[config.mk]
export PLATFORM = sky130hd
export DESIGN_NAME = i_prefetch_buffer
export DESIGN_NICKNAME = d
export VERILOG_FILES = /design/src/rtl/i_prefetch_buffer.sv
export SDC_FILE = /design/constraint.sdc
export NUM_CORES = 1
export LEC_CHECK = 0
export CAP_MARGIN = 20
export CORE_MARGIN = 8
export CORE_UTILIZATION = 40
export DETAILED_ROUTE_END_ITERATION = 6
export GPL_ROUTABILITY_DRIVEN = 0
export PLACE_DENSITY = 0.71
export SLEW_MARGIN = 10
export SYNTH_ARGS = -nofsm -noshare
export SYNTH_HDL_FRONTEND = slang
export SYNTH_SLANG_ARGS = --single-unit
[constraint.sdc]
create_clock -name clk -period 14.96 [get_ports clk]
set_input_delay 4.488 -clock clk [delete_from_list [all_inputs] [get_ports clk]]
set_output_delay 4.488 -clock clk [all_outputs]
set_load 0.02 [all_outputs]
[src/rtl/i_prefetch_buffer.sv]
// Next-line instruction prefetch buffer.
// Sits between the i-cache physical-memory port and the memory arbiter.
// Demand misses pass straight through. After every line delivered to the
// cache, the following 32-byte line is fetched into a one-entry buffer, so a
// later sequential miss is served without a memory round trip.
module i_prefetch_buffer #(
  parameter int PREFETCH_EN = 1
) (
  input  logic         clk,
  input  logic         rst,
  input  logic         pmem_read,
  input  logic [31:0]  pmem_address,
  output logic [255:0] pmem_rdata,
  output logic         pmem_resp,
  output logic         arb_read,
  output logic [31:0]  arb_address,
  input  logic [255:0] arb_rdata,
  input  logic         arb_resp
);

  localparam logic [2:0] S_IDLE     = 3'd0;
  localparam logic [2:0] S_BUF_RESP = 3'd1;
  localparam logic [2:0] S_DEMAND   = 3'd2;
  localparam logic [2:0] S_PREFETCH = 3'd3;
  localparam logic [2:0] S_DONE     = 3'd4;

  localparam logic LP_PF_EN = (PREFETCH_EN != 0);

  logic [2:0]   r_state;
  logic [2:0]   w_next_state;

  logic         r_buf_valid;
  logic [26:0]  r_buf_tag;
  logic [255:0] r_buf_data;
  logic         r_pf_pending;
  logic [26:0]  r_pf_addr;
  logic [26:0]  r_req_addr;

  logic         w_hit;
  logic         w_unused;

  // Byte offset within a line never matters; lines are fetched whole.
  assign w_unused = ^pmem_address[4:0];

  assign w_hit = r_buf_valid && (r_buf_tag == pmem_address[31:5]);

  // Next-state selection; a demand request always beats a pending prefetch.
  always_comb begin
    // NOTE: default assignment first so every path drives the signal and no latch is inferred.
    w_next_state = r_state;
    case (r_state)
      S_IDLE: begin
        if (pmem_read) begin
          w_next_state = w_hit ? S_BUF_RESP : S_DEMAND;
        end else if (r_pf_pending) begin
          w_next_state = S_PREFETCH;
        end
      end
      S_BUF_RESP: w_next_state = S_DONE;
      S_DEMAND: begin
        if (arb_resp) begin
          w_next_state = S_DONE;
        end
      end
      S_PREFETCH: begin
        // The arbiter transaction always runs to completion; a waiting
        // request is re-evaluated against the new buffer contents in IDLE.
        if (arb_resp) begin
          w_next_state = S_IDLE;
        end
      end
      // DONE swallows the cache's trailing request cycle.
      S_DONE:  w_next_state = S_IDLE;
      default: w_next_state = S_IDLE;
    endcase
  end

  // State register; reset drops arb_read immediately because it decodes state.
  always_ff @(posedge clk or posedge rst) begin
    // NOTE: sequential state uses non-blocking assignments so all registers update from pre-edge values.
    if (rst) begin
      r_state <= S_IDLE;
    end else begin
      r_state <= w_next_state;
    end
  end

  // Buffer, prefetch bookkeeping and latched demand address.
  always_ff @(posedge clk or posedge rst) begin
    if (rst) begin
      r_buf_valid  <= 1'b0;
      r_buf_tag    <= '0;
      r_buf_data   <= '0;
      r_pf_pending <= 1'b0;
      r_pf_addr    <= '0;
      r_req_addr   <= '0;
    end else begin
      case (r_state)
        S_IDLE: begin
          if (pmem_read && !w_hit) begin
            r_req_addr <= pmem_address[31:5];
          end
        end
        S_BUF_RESP: begin
          // The line now lives in the cache; keeping it would only duplicate it.
          r_buf_valid <= 1'b0;
          if (LP_PF_EN) begin
            // 27-bit line arithmetic wraps from the top line to line 0.
            r_pf_addr    <= r_buf_tag + 27'd1;
            r_pf_pending <= 1'b1;
          end
        end
        S_DEMAND: begin
          if (arb_resp && LP_PF_EN) begin
            r_pf_addr    <= r_req_addr + 27'd1;
            r_pf_pending <= 1'b1;
          end
        end
        S_PREFETCH: begin
          if (arb_resp) begin
            r_buf_data   <= arb_rdata;
            r_buf_tag    <= r_pf_addr;
            r_buf_valid  <= 1'b1;
            r_pf_pending <= 1'b0;
          end
        end
        default: ;
      endcase
    end
  end

  // Demand data is a combinational pass-through so a miss adds no return cycle.
  assign pmem_resp  = (r_state == S_BUF_RESP) || ((r_state == S_DEMAND) && arb_resp);
  assign pmem_rdata = (r_state == S_DEMAND) ? arb_rdata : r_buf_data;

  assign arb_read    = (r_state == S_DEMAND) || (r_state == S_PREFETCH);
  assign arb_address = (r_state == S_DEMAND)   ? {r_req_addr, 5'b0} :
                       (r_state == S_PREFETCH) ? {r_pf_addr, 5'b0}  : 32'd0;

endmodule

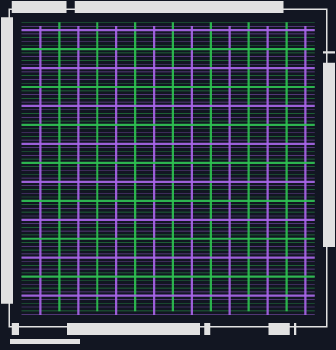
(run_1/pdn.png)
Scale bar: 50 um. Pins as bars on the die edge.
Green marks VDD. Purple marks VSS.
78 met1 rails follow the rows. The core has 77 rows.
overall die width: 227 um
core region area: 44,000 um2

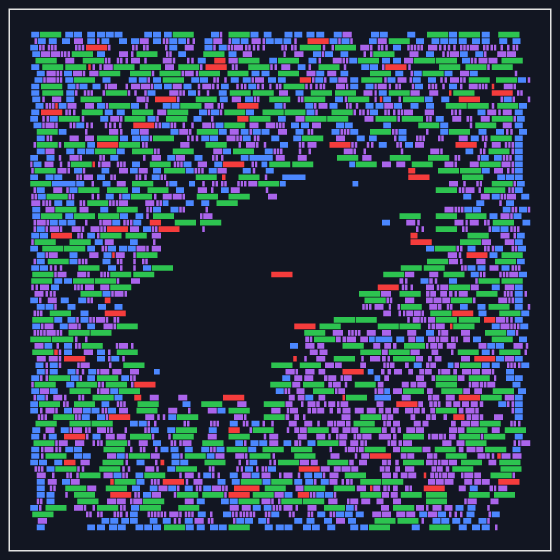
(run_1/cell_classes.png)
Green marks flip-flops, cells 342. Red marks clock drivers and dummy loads, cells 72. Blue marks other buffers and delay cells, cells 588. Purple marks all other logic, cells 1,423.
Finished Cell Area: 25,200 um2
share of the core filled with cells in the final layout: 0.573
std cell rows: 77
proportion of cell area occupied by registers: 0.340

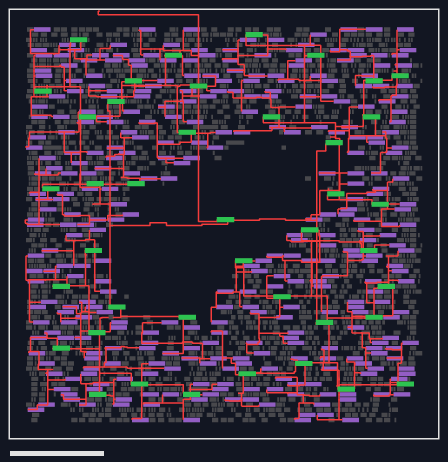
(run_1/clock_map.png)
Scale bar: 50 um.
Green marks cells driving clock nets, count 41. Purple marks flip-flops, count 342. Red marks clock wires, length 5,010 um.
Position of the flops: spread over the die.
Latency at later pin: 560 ps
clk pwr: 0.000966 W

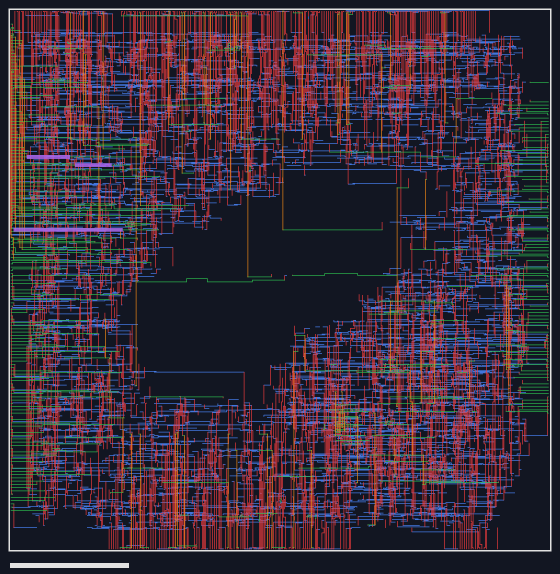
(run_1/metal_stack.png)
Scale bar: 50 um.
Orange marks met4, wire length 3,010 um. Red marks met2, wire length 29.5 mm. Purple marks met5, wire length 74.5 um. Green marks met3, wire length 5,640 um. Blue marks met1, wire length 23.0 mm.
vias post-DR: 15,509
total routing resource utilization after global routing: 0.227
WL final: 61,200 um
wire length per cell: 20.2 um

==> metrics.json, run 1 <==
{
  "instances_no_fill": 3026,
  "dpl.hpwl_um": 43500,
  "power_switching_w": 0.00280,
  "power.leakage_nw": 11.7,
  "synth.largest_area_cell": "sky130_fd_sc_hd__dfrtp_1",
  "postSynthAreaPerCell_um2": 9.42,
  "seq-power_w": 0.00171,
  "cpLargestDelayFamily": "buffers and inverters",
  "finalHoldWorstSlack_ps": 500,
  "cts.hold.buffers_added": 0,
  "cts.htree.levels": 2,
  "worstPathMaxFanout": 11,
  "vdd.ir_drop.worst_v": 0.000190,
  "hold_depth": 2,
  "cellPowerDensity_nw_per_um2": 256,
  "worstSetupStartpointType": "input pin",
  "timing.max_cap.violations": 0,
  "setup-tns-final_ps": 0,
  "yosys_warnings": 0,
  "pre_cts_slack_ps": 4110,
  "maxClockFrequency_mhz": 92.1,
  "rr_startpoint": "r_state[0]$_DFFE_PP0P_",
  "layout_top_cell_excl_fill_tap": "sky130_fd_sc_hd__nand2_1",
  "post_cts.repair.setup_buffers": 0,
  "drt_pass1_iterations": 5,
  "cts_tree": "built",
  "remaining_drc_errors": 0,
  "route.layer.met1.wl_um": 23000,
  "post_dp_cell_area_um2": 23800,
  "synth_dominant_cell_count": "sky130_fd_sc_hd__nand2_1",
  "critical_path.startpoint": "arb_resp",
  "grt_setup_unrepaired": "no",
  "grt_antenna_before_repair": 9,
  "power.share.combinational": 0.585,
  "async_reset_ff_frac": 1.00,
  "grt_use_met1": 0.261,
  "cts_repair_resize_count": 0,
  "synth-edff-count": 0,
  "final_max_slew_viol_count": 0,
  "most_used_cell_cp": "sky130_fd_sc_hd__clkdlybuf4s50_1",
  "grt_pass1_vias": 15715,
  "fin_crit_sh": 0.726,
  "worst_r2r_endpoint": "r_pf_addr[26]$_DFFE_PP0P_",
  "highest_metal_used": "met5",
  "worstHoldPathType": "reg -> reg",
  "postRouteAntennaNets": 0,
  "mostFrequentLayoutCells": "822 x sky130_fd_sc_hd__nand2_1, 571 x sky130_fd_sc_hd__clkdlybuf4s50_1, 341 x sky130_fd_sc_hd__dfrtp_1",
  "critPathRequiredTime_ps": 10470,
  "met3RoutedLength_um": 5640,
  "design.portCount": 582,
  "netlist_instances": 1882,
  "clkSlewWorstSetupHoldPaths_ps": 60,
  "amount_of_wire_on_met2_after_detailed_routing_um": 29500,
  "layout-area-overhead-vs-synth_pct": 42.1,
  "cts_sinks": 342,
  "p_total_w": 0.00645,
  "synth_cell_types": 55,
  "cts_root_buf": "sky130_fd_sc_hd__clkbuf_16",
  "clkPwrFrac": 0.150,
  "clk_path_buf_depth": 3,
  "post_drt_via_cell_ratio": 5.13,
  "worstSetupPathDepth": 5,
  "crit_arrival_ps": 6370,
  "ys_area_um2": 17700,
  "grt_most_used_layer": "met2",
  "r2r_setup_slack_ps": 10390,
  "yosysTopAreaCellShare": 0.483,
  "critical_path.endpoint": "pmem_resp",
  "drive_above_1_share": 0.165,
  "placed_cells": 2942,
  "drtIter0Drc": 1170,
  "grt_use_met2": 0.374,
  "finalHoldViolations": 0,
  "port-buffer-count": 571,
  "clock_skew_ps": 32.7,
  "globalRoute.totalOverflow": 0,
  "switching_part_of_the_total_power": 0.435,
  "synth.yosys.seq_area_share": 0.483,
  "end_kind": "primary output",
  "maxPowerGroup": "combinational cells",
  "synth.ff_latch_count": 342,
  "rr_worst_depth": 9,
  "postSynth.topFlopCell": "sky130_fd_sc_hd__dfrtp_1",
  "synth.cells.most_frequent": "823 x sky130_fd_sc_hd__nand2_1, 342 x sky130_fd_sc_hd__dfrtp_1, 314 x sky130_fd_sc_hd__mux2_2",
  "design.final.nets": 2689,
  "grt_first_pass_wirelength_um": 91000,
  "numCtsBuffers": 41,
  "gr-usage-met3": 0.0768,
  "finalWorstPathRequiredPeriod_ps": 10860,
  "ys_top_cells_by_area": "sky130_fd_sc_hd__dfrtp_1 48%, sky130_fd_sc_hd__mux2_2 20%, sky130_fd_sc_hd__nand2_1 17%, sky130_fd_sc_hd__mux2i_1 2.8%, sky130_fd_sc_hd__xor2_1 1.3%",
  "timing.critical_path.cells": "clkdlybuf4s50_1 -> nand3b_1 -> a21o_1 -> inv_1 -> clkdlybuf4s50_1",
  "warning_count": 40,
  "path_buffers": 3,
  "mappedNetlistArea_um2": 17700,
  "worst-slew-pin-transition_ps": 1130,
  "setup_ws_ps": 4100,
  "run_status": "complete, no violations",
  "slew_headroom": 0.245,
  "powerComb_w": 0.00378,
  "grt_start_max_net_pins": 172,
  "crit_path_top_delay_cell": "sky130_fd_sc_hd__clkdlybuf4s50_1",
  "fp-utilization": 0.403,
  "design.die.area_um2": 51300,
  "p_int_w": 0.00365,
  "critPathMaxStageDelay_ps": 720,
  "worstSetupPathType": "in -> out"
}
[run 1: state kept, by name, summed over array words and instances (netlist names)]
name and flops:
r_req_addr 27, r_buf_data 256, r_pf_pending 1, r_state 3, r_pf_addr 27, r_buf_valid 1, r_buf_tag 27
[run 1: logic make-up (layout without fill, tap and decap cells)]
logic type,after synthesis,count (layout),synth area share
compound gates,52,52,0.0210
simple gates,950,950,0.214
other cells,1,14,0.000211
buf+inv,126,665,0.0316
mux,363,363,0.227
fa+ha+maj,1,1,0.000705
flops,342,342,0.483
xor+xnor,47,47,0.0232
[run 1: cell type report]
class	count	area [um2]
antenna	9	22.5
sequential	342	8560
tap	592	741
clock inverter	11	93.8
fill	3835	18800
multi-input combinational	1418	8650
clock buffer	61	1190
inverter	5	26.3
timing repair buffer	588	5930
==> run_1/final_clocks.png <==
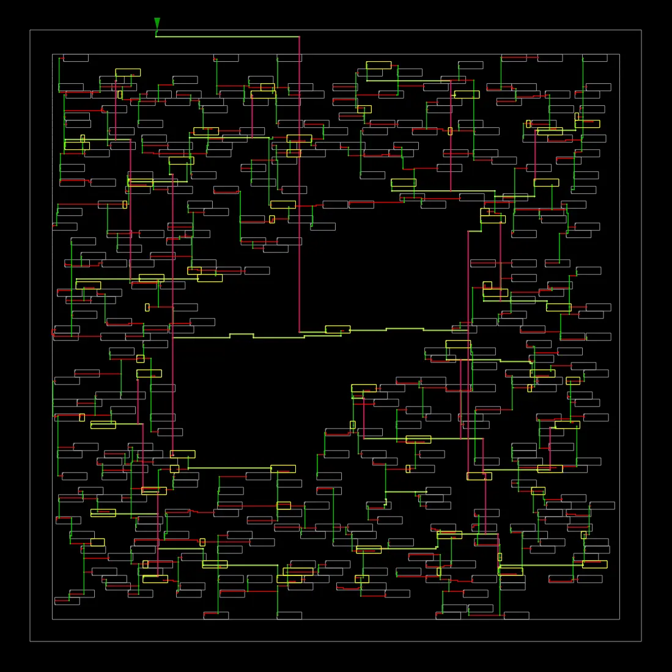

==> run 2: changes to the inputs <==
--- a/config.mk
+++ b/config.mk
@@ -10,7 +10,7 @@
 export CORE_UTILIZATION = 40
 export DETAILED_ROUTE_END_ITERATION = 6
 export GPL_ROUTABILITY_DRIVEN = 0
-export PLACE_DENSITY = 0.71
+export PLACE_DENSITY = 0.74
 export SLEW_MARGIN = 10
 export SYNTH_ARGS = -nofsm -noshare
 export SYNTH_HDL_FRONTEND = slang
==> constraint.sdc (replaced) <==
create_clock -name clk -period 9.26 [get_ports clk]
set_input_delay 2.778 -clock clk [delete_from_list [all_inputs] [get_ports clk]]
set_output_delay 2.778 -clock clk [all_outputs]
set_load 0.02 [all_outputs]
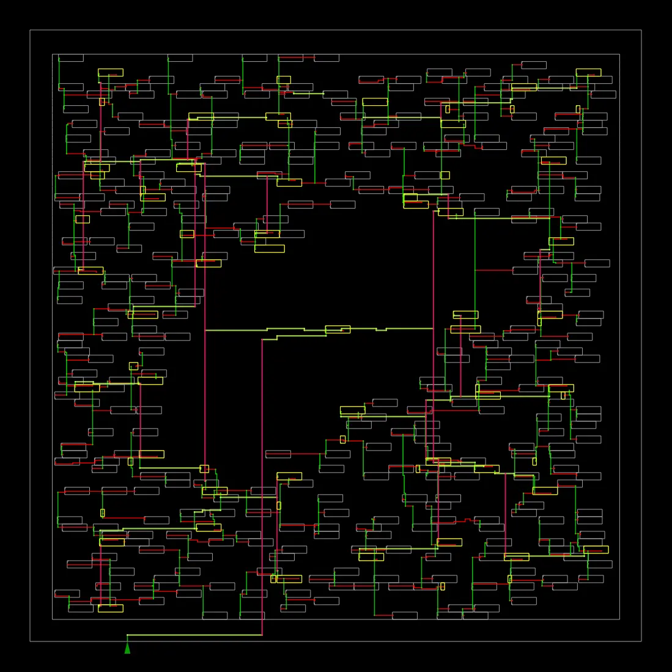
(run_2/final_clocks.png)
clk_skew: 28.0 ps
flip-flop and latch count: 342

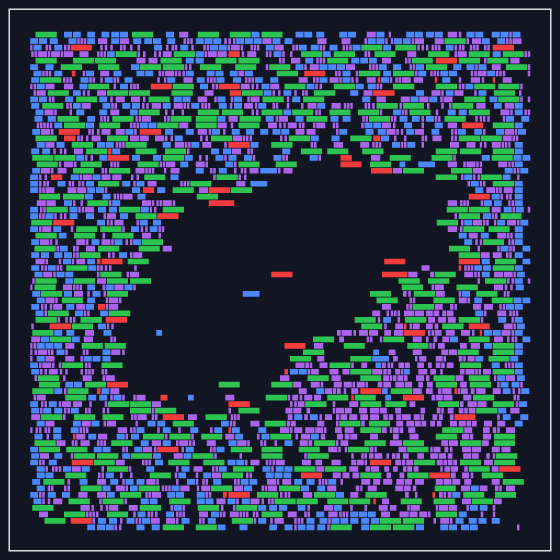
(run_2/cell_classes.png)
Purple marks all other logic, cells 1,423. Blue marks other buffers and delay cells, cells 584. Red marks clock drivers and dummy loads, cells 70. Green marks flip-flops, cells 342.
proportion of cell area occupied by registers: 0.341
Finished Cell Area: 25,100 um2
share of the core filled with cells in the final layout: 0.571

==> run 2 against run 1 <==
  * Sequential share of layout area rose by 0.10 points
  * First-iteration DRC count fell by 2.9%
  * Synthesized cell count did not move
  * Global-route usage fell by 0.20 points
  * Non-clock buffer count fell by 4
  * Count of clock-buffer cells in the layout fell by 2
  * Highest routed layer is now met4
==> metrics.json, run 2 <==
{
  "p_int": {"value": 0.00589, "unit": "W", "change": "+62%"},
  "power_switching": {"value": 0.00450, "unit": "W", "change": "+61%"},
  "synth-edff-count": {"value": 0, "change": "unchanged"},
  "cpLargestDelayFamily": "buffers and inverters",
  "rr_worst_depth": {"value": 7, "change": "-2"},
  "crit_path_top_delay_cell": "sky130_fd_sc_hd__clkdlybuf4s50_1",
  "cts_repair_resize_count": {"value": 0, "change": "unchanged"},
  "cts_root_buf": "sky130_fd_sc_hd__clkbuf_16",
  "cts.htree.levels": {"value": 2, "change": "unchanged"},
  "clock.latency.late_pin": {"value": 560, "unit": "ps", "change": "about the same"},
  "final-seq-area": {"value": 8560, "unit": "um2", "change": "about the same"},
  "synth.largest_area_cell": "sky130_fd_sc_hd__dfrtp_1",
  "postRouteAntennaNets": {"value": 0, "change": "unchanged"},
  "finalHoldViolations": {"value": 0, "change": "unchanged"},
  "grt_antenna_before_repair": {"value": 6, "change": "-3"},
  "placed_cells": {"value": 2941, "change": "-0.034%"},
  "switching_part_of_the_total_power": {"value": 0.433, "change": "-0.00153"},
  "cellPowerDensity": {"value": 414, "unit": "nW/um2", "change": "+62%"},
  "yosysTopAreaCellShare": {"value": 0.483, "change": "unchanged"},
  "power.leakage": {"value": 11.7, "unit": "nW", "change": "-0.34%"},
  "run_status": "complete, no violations",
  "warning_count": {"value": 46, "change": "+15%"},
  "worstSetupPathType": "in -> out",
  "synth_dominant_cell_count": "sky130_fd_sc_hd__nand2_1",
  "port-buffer-count": {"value": 571, "change": "unchanged"},
  "fp-row-count": {"value": 77, "change": "unchanged"},
  "design.die.area": {"value": 51300, "unit": "um2", "change": "unchanged"},
  "met3RoutedLength": {"value": 4750, "unit": "um", "change": "-16%"},
  "remaining_drc_errors": {"value": 0, "change": "unchanged"},
  "maxPowerGroup": "combinational cells",
  "worstHoldPathType": "reg -> reg",
  "die_width": {"value": 227, "unit": "um", "change": "unchanged"},
  "grt_use_met2": {"value": 0.399, "change": "+0.0248"},
  "grt_setup_unrepaired": "no",
  "drt_pass1_iterations": {"value": 5, "change": "unchanged"},
  "cts.hold.buffers_added": {"value": 0, "change": "unchanged"},
  "mostFrequentLayoutCells": "822 x sky130_fd_sc_hd__nand2_1, 571 x sky130_fd_sc_hd__clkdlybuf4s50_1, 342 x sky130_fd_sc_hd__dfrtp_1",
  "clk_path_buf_depth": {"value": 3, "change": "unchanged"},
  "post_drt_via_cell_ratio": {"value": 5.15, "change": "+0.56%"},
  "gr-usage-met3": {"value": 0.0629, "change": "-0.0140"},
  "end_kind": "primary output",
  "fin_crit_sh": 0.809,
  "design.portCount": {"value": 582, "change": "unchanged"},
  "postSynth.topFlopCell": "sky130_fd_sc_hd__dfrtp_1",
  "clkPwrFrac": {"value": 0.150, "change": "about the same"},
  "ys_area": {"value": 17700, "unit": "um2", "change": "unchanged"},
  "yosys_warnings": {"value": 0, "change": "unchanged"},
  "powerComb": {"value": 0.00611, "unit": "W", "change": "+62%"},
  "p_total": {"value": 0.0104, "unit": "W", "change": "+61%"},
  "async_reset_ff_frac": {"value": 1.00, "change": "unchanged"},
  "rr_startpoint": "r_state[0]$_DFFE_PP0P_",
  "largest_register_ffs": {"value": 256, "change": "unchanged"},
  "grt_first_pass_wirelength": {"value": 92100, "unit": "um", "change": "+1.2%"},
  "seq-power": {"value": 0.00273, "unit": "W", "change": "+60%"},
  "amount_of_wire_on_met2_after_detailed_routing": {"value": 30800, "unit": "um", "change": "+4.6%"},
  "globalRoute.totalOverflow": {"value": 0, "change": "unchanged"},
  "most_used_cell_cp": "sky130_fd_sc_hd__clkdlybuf4s50_1",
  "slew_headroom": {"value": 0.314, "change": "+0.0690"},
  "grt_use_met1": {"value": 0.255, "change": "-0.00567"},
  "die_height_um": 227,
  "worstSetupPathDepth": {"value": 5, "change": "unchanged"},
  "vdd.ir_drop.worst": {"value": 0.000299, "unit": "V", "change": "+57%"},
  "worst-slew-pin-transition": {"value": 1030, "unit": "ps", "change": "-103 ps"},
  "timing.critical_path.cells": "clkdlybuf4s50_1 -> nand3b_1 -> a21o_1 -> inv_1 -> clkdlybuf4s50_1",
  "r2r_setup_slack": {"value": 5780, "unit": "ps", "change": "-4610 ps"},
  "worstPathMaxFanout": {"value": 11, "change": "unchanged"},
  "post_cts.repair.setup_buffers": {"value": 0, "change": "unchanged"},
  "grt_most_used_layer": "met2",
  "synth.yosys.seq_area_share": {"value": 0.483, "change": "unchanged"},
  "postSynthAreaPerCell": {"value": 9.42, "unit": "um2", "change": "unchanged"},
  "finalHoldWorstSlack": {"value": 494, "unit": "ps", "change": "-6.84 ps"},
  "clkSlewWorstSetupHoldPaths": {"value": 60, "unit": "ps", "change": "about the same"},
  "grt_start_max_net_pins": {"value": 174, "change": "+1.2%"},
  "drive_above_1_share": {"value": 0.162, "change": "-0.00290"},
  "crit_arrival": {"value": 4710, "unit": "ps", "change": "-1660 ps"},
  "critPathRequiredTime": {"value": 6480, "unit": "ps", "change": "-3990 ps"},
  "routed_wirelength": {"value": 60200, "unit": "um", "change": "-1.6%"},
  "fp-utilization": {"value": 0.403, "change": "unchanged"},
  "largest-register": "r_buf_data",
  "layout_top_cell_excl_fill_tap": "sky130_fd_sc_hd__nand2_1",
  "synth.ff_latch_count": {"value": 342, "change": "unchanged"},
  "worstSetupStartpointType": "input pin",
  "drtIter0Drc": {"value": 1136, "change": "-2.9%"},
  "setup-tns-final": {"value": 0, "unit": "ps", "change": "unchanged"},
  "timing.max_cap.violations": {"value": 0, "change": "unchanged"},
  "final_max_slew_viol_count": {"value": 0, "change": "unchanged"},
  "layout-area-overhead-vs-synth_pct": 41.7,
  "post_dp_cell_area": {"value": 23800, "unit": "um2", "change": "+0.11%"},
  "mappedNetlistArea": {"value": 17700, "unit": "um2", "change": "unchanged"},
  "highest_metal_used": "met4",
  "maxClockFrequency_mhz": 133,
  "synth.cells.most_frequent": "823 x sky130_fd_sc_hd__nand2_1, 342 x sky130_fd_sc_hd__dfrtp_1, 314 x sky130_fd_sc_hd__mux2_2",
  "cts_tree": "built",
  "fill_cells": {"value": 3795, "change": "-1.0%"},
  "ys_top_cells_by_area": "sky130_fd_sc_hd__dfrtp_1 48%, sky130_fd_sc_hd__mux2_2 20%, sky130_fd_sc_hd__nand2_1 17%, sky130_fd_sc_hd__mux2i_1 2.8%, sky130_fd_sc_hd__xor2_1 1.3%",
  "instances_no_fill": {"value": 3017, "change": "-0.30%"},
  "design.final.nets": {"value": 2685, "change": "-0.15%"},
  "total_routing_resource_utilization_after_global_routing": {"value": 0.225, "change": "-0.00196"},
  "pwr.group.clock": {"value": 0.00156, "unit": "W", "change": "+61%"},
  "worst_r2r_endpoint": "r_pf_addr[20]$_DFFE_PP0P_",
  "grt_pass1_vias": {"value": 16148, "change": "+2.8%"},
  "route.layer.met1.wl": {"value": 22700, "unit": "um", "change": "-1.2%"},
  "numCtsBuffers": {"value": 41, "change": "unchanged"},
  "dpl.hpwl": {"value": 42600, "unit": "um", "change": "-2.1%"},
  "synth_cell_types": {"value": 55, "change": "unchanged"},
  "path_buffers": {"value": 3, "change": "unchanged"},
  "hold_depth": {"value": 1, "change": "-1"},
  "logic_area": {"value": 8650, "unit": "um2", "change": "unchanged"},
  "wire_per_inst": {"value": 19.9, "unit": "um", "change": "-1.3%"},
  "pre_cts_slack": {"value": 1770, "unit": "ps", "change": "-2330 ps"},
  "route.vias.total": {"value": 15550, "change": "+0.26%"},
  "critical_path.startpoint": "arb_resp",
  "cts_sinks": {"value": 342, "change": "unchanged"},
  "critical_path.endpoint": "pmem_resp",
  "critPathMaxStageDelay": {"value": 720, "unit": "ps", "change": "about the same"},
  "netlist_instances": {"value": 1882, "change": "unchanged"},
  "setup_ws": {"value": 1770, "unit": "ps", "change": "-2330 ps"},
  "finalWorstPathRequiredPeriod_ps": 7490,
  "power.share.combinational": {"value": 0.588, "change": "+0.003"},
  "core_area": {"value": 44000, "unit": "um2", "change": "unchanged"}
}
## run 2: cell counts after synthesis
No cell type changed its count.
## run 2: logic make-up after synthesis
logic type / after synthesis / share of synthesized area
AND/OR/NAND/NOR: 950 / 0.214
multiplexers: 363 / 0.227
flip-flops: 342 / 0.483
buffers and inverters: 126 / 0.0316
AND-OR/OR-AND: 52 / 0.0210
XOR/XNOR: 47 / 0.0232
adder cells (fa/ha/maj): 1 / 0.000705
other: 1 / 0.000211
## run 2: layout make-up
class,count,area share
Inverter,5,0.000896
Sequential cell,342,0.341
Multi-Input combinational cell,1418,0.344
Clock inverter,11,0.00463
Antenna cell,6,0.000597
Timing Repair Buffer,584,0.234
Tap cell,592,0.0295
Clock buffer,59,0.0459
No activity file was given, so power comes from the tool's default toggle rates.
